$ cat src/rtl/instr_fetch.sv
// Instruction fetch stage: owns the PC, issues ROM reads, and buffers
// {pc, instr} pairs for decode through a 2-entry valid/ready FIFO.
module instr_fetch #(
  parameter logic [31:0] RESET_PC  = 32'h0000_0000,
  parameter int          BUF_DEPTH = 2
) (
  input  logic        clk,
  input  logic        rst_n,
  input  logic        redirect_valid,
  input  logic [31:0] redirect_pc,
  output logic [31:0] rom_addr,
  output logic        rom_en,
  input  logic [31:0] rom_dout,
  output logic        out_valid,
  input  logic        out_ready,
  output logic [31:0] out_instr,
  output logic [31:0] out_pc
);

  localparam logic [31:0] START_PC = RESET_PC & ~32'h3;
  localparam logic [2:0]  CREDITS  = 3'(BUF_DEPTH);

  logic        go;
  logic        inflight;
  logic [31:0] fetch_pc;
  logic [31:0] req_pc;
  logic [1:0]  count;
  logic [31:0] head_pc, head_instr;
  logic [31:0] tail_pc, tail_instr;

  logic        pop;
  logic        flush;
  logic        wr;
  logic        issue;
  logic [2:0]  credit_used;
  logic [1:0]  wr_slot;
  logic [31:0] issue_pc;

  assign out_valid = (count != 2'd0);
  assign out_pc    = head_pc;
  assign out_instr = head_instr;

  assign pop   = out_valid & out_ready;
  assign flush = go & redirect_valid;
  // A redirect discards the response returning this cycle.
  assign wr    = inflight & ~redirect_valid;

  // Buffered entries plus the read in flight must leave room for one more.
  assign credit_used = {1'b0, count} + {2'b00, inflight} - {2'b00, pop};
  assign issue       = go & ~redirect_valid & (credit_used < CREDITS);

  assign issue_pc = redirect_valid ? (redirect_pc & ~32'h3) : fetch_pc;
  assign rom_en   = issue | flush;
  assign rom_addr = issue_pc >> 2;

  assign wr_slot = count - {1'b0, pop};

  always_ff @(posedge clk or negedge rst_n) begin
    if (!rst_n) begin
      go         <= 1'b0;
      inflight   <= 1'b0;
      fetch_pc   <= START_PC;
      req_pc     <= 32'h0;
      count      <= 2'd0;
      head_pc    <= 32'h0;
      head_instr <= 32'h0;
      tail_pc    <= 32'h0;
      tail_instr <= 32'h0;
    end else begin
      go <= 1'b1;

      if (rom_en) begin
        req_pc   <= issue_pc;
        inflight <= 1'b1;
        fetch_pc <= issue_pc + 32'd4;
      end else begin
        inflight <= 1'b0;
      end

      if (flush) begin
        count <= 2'd0;
      end else begin
        if (pop && count == 2'd2) begin
          head_pc    <= tail_pc;
          head_instr <= tail_instr;
        end
        if (wr) begin
          if (wr_slot == 2'd0) begin
            head_pc    <= req_pc;
            head_instr <= rom_dout;
          end else begin
            tail_pc    <= req_pc;
            tail_instr <= rom_dout;
          end
        end
        count <= count - {1'b0, pop} + {1'b0, wr};
      end
    end
  end

endmodule

$ cat config.mk
export PLATFORM = sky130hd
export DESIGN_NAME = instr_fetch
export DESIGN_NICKNAME = d
export VERILOG_FILES = /design/src/rtl/instr_fetch.sv
export SDC_FILE = /design/constraint.sdc
export NUM_CORES = 1
export LEC_CHECK = 0
export ABC_AREA = 1
export CAP_MARGIN = 10
export CORE_MARGIN = 5
export CORE_UTILIZATION = 57
export DETAILED_ROUTE_END_ITERATION = 10
export HOLD_SLACK_MARGIN = 0.08
export PLACE_DENSITY = 0.86
export SLEW_MARGIN = 20
export SYNTH_ARGS = -nofsm -noshare
export SYNTH_HDL_FRONTEND = slang
export SYNTH_SLANG_ARGS = --single-unit
$ cat constraint.sdc
create_clock -name clk -period 7.4 [get_ports clk]
set_input_delay 1.11 -clock clk [delete_from_list [all_inputs] [get_ports clk]]
set_output_delay 1.11 -clock clk [all_outputs]
set_load 0.1 [all_outputs]
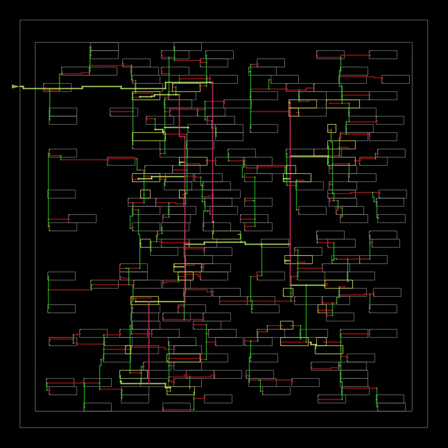
Figure 1: clock nets.
power drawn by the clock network: 0.000953 W
number of clock buffers in the layout: 18

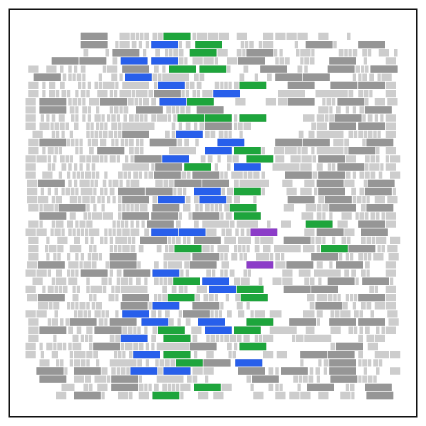
Figure 2: where the registers sit.
Drawn at 3 px/µm. Other sequential cells in the stronger grey, the rest of the logic in the fainter grey.
name in the netlist	colour	flops
tail_pc	blue	30
count	purple	2
out_pc	green	32
Seq/total area: 42.4%
sequential-cell power consumption: 0.00171 W
post-layout utilization of the core: 73.2%
area taken by flip-flops and latches: 0.00475 mm²

==> out/qor.csv <==
metric;value;unit
outcome;completed;
global_placer_s_final_weighted_congestion;0.904;
transition_time_of_the_tightest_slew_check_pin;1.04;ns
worst_clock_skew;0.00994;ns
proportion_of_layout_cells_with_a_drive_suffix_above_1;8.41;%
fin_total_pwr;0.00568;W
dpl-instance-area;0.0106;mm²
dominant_power_group;combinational logic;
die_h;135;µm
n_antenna_cell;0;
power.sequential.fraction;30.1;%
die_area;0.0183;mm²
wire_per_inst;14.6;µm
lay_top_cells;nand2_1, dfrtp_1, o21ai_0, clkdlybuf4s50_1, inv_1;
global_route_wire_length_before_repair;35.2;mm
slew-limit-headroom;30.4;%
path_buffers;5;
setup-tns-final;0;ns
gr-usage-all-layers;23.8;%
layout_top_cell_excl_fill_tap;nand2_1;
critPathMaxStageDelay;0.99;ns
reg2reg_from;count[1]$_DFF_PN0_;
routed_via_density;5.24;
cap_viol_max_count;0;
ioPinCount;166;
r2r_end;fetch_pc[29]$_DFFE_PN0P_;
detail_route.wirelength.met1;9.31;mm
report.final.hold_viol_count;0;
cts-resized-gates;0;
cp_data_arrival_time;4.11;ns
place.port_buffers;161;
synth.distinct_cells;36;
hold_start;fetch_pc[31]$_DFFE_PN0P_;
dp.cells;1415;
synthToLayoutAreaGrowth;25.3;%
detailroute.wirelength.met2;9.59;mm
critical_path_class;in2out;
cellInternalPower;0.00277;W
synth_largest_type_area_fraction;53.1;%
final_max_slew_viol_count;0;
clock_tree_from_tritoncts;done;
synth.yosys.num_cells;1096;
post_synth_inst_count;1096;
worst_path_max_delay_cell;clkdlybuf4s50_1;
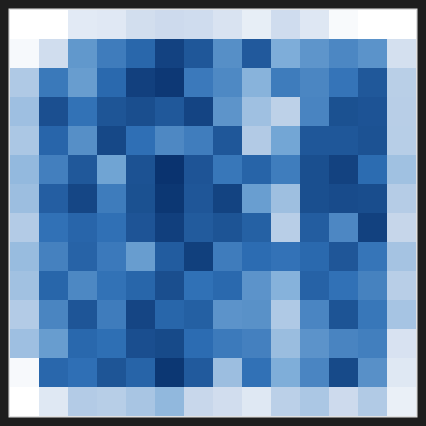
Figure 3: cell area per tile.
Drawn at 3 px/µm. The die is cut into 14 by 14 equal tiles; white is low, dark blue is high, 0 to 100% covered.
densest ninth of the die	middle
mean over tiles	60%
fullest tile	99%
tiles over 75% full	37%
nearly empty tiles	2.6%
Core Area: 0.0153 mm²
initial standard-cell utilization of the core: 58.4%

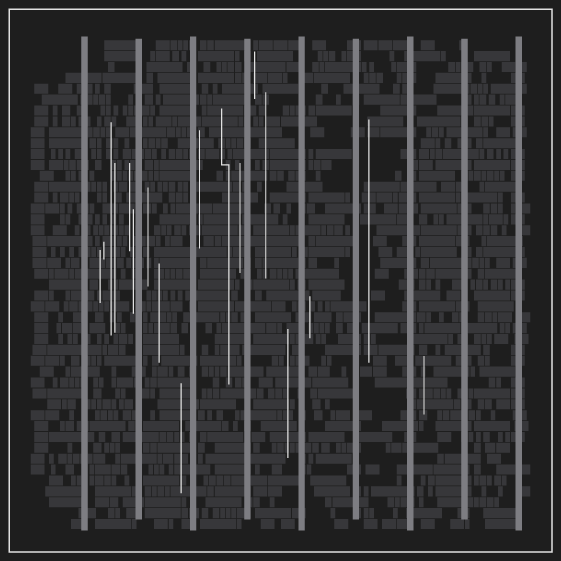
Figure 4: M4 wires.
Drawn at 4 px/µm. Supply wires on this layer in grey. Cells faint in the background.
main direction	vertical
nets with wire on the layer	16
share of all routed wire	2.6%
total length of routed wires: 21.1 mm
DR vias: 7584

cells by family (layout without fill, tap and decap cells):
kind of cell               count (synthesis)  count (layout)  share of synthesized area, %
other                                      2               3                        0.0839
DFF                                      190             190                          53.1
xor gates and xnor gates                   2               2                         0.196
and+or+nand+nor                          495             495                          23.2
buffers and inverters                    159             299                          7.69
AOI/OAI and AO/OA                        234             234                          13.8
muxes                                      9               9                          1.13
adders and majority gates                  5               5                         0.783
tightest hold or removal path, cell delays in order (launching register included):
cell and delay (ns):
dfrtp_1 0.34, nand2_1 0.05, nand2_1 0.06
Yosys cell counts, types with 2 or more instances:
cell and number:
nand2_1 349, dfrtp_1 190, o21ai_0 185, inv_1 91
nor2_1 64, nand3_1 32, clkbuf_1 27, nand2_2 24
buf_2 20, a31oi_1 18, mux2_2 9, nor2_2 8
o211ai_1 8, a21oi_1 7, inv_2 7, nor2_4 6
o21ai_1 6, buf_6 5, nand4_1 5, buf_4 4
ha_1 4, nand2_4 4, o21bai_1 4, o22ai_1 3
buf_1 2, conb_1 2, or2_2 2, xor2_1 2
final cells by class:
| class | count | area share (%) |
|---|---|---|
| multi-input cells | 748 | 31.4 |
| repair buffers | 168 | 15.0 |
| inverters | 99 | 3.32 |
| clock buffers | 18 | 3.92 |
| well taps | 211 | 2.35 |
| flip-flops and latches | 190 | 42.4 |
| clock inverters | 14 | 1.60 |
how the worst max path moves through the flow:
stage	slack, ns	depth (start not counted)	endpoint	start
after floorplan	3.29	9	rom_en	out_ready
after global placement	2.27	7	rom_addr[29]	redirect_valid
final	2.18	7	rom_addr[29]	redirect_valid
after CTS	2.17	7	rom_addr[29]	redirect_valid
after global routing	2.02	7	rom_addr[29]	redirect_valid
after detailed placement	2.20	7	rom_addr[29]	redirect_valid
Power and IR drop assume default switching activity.
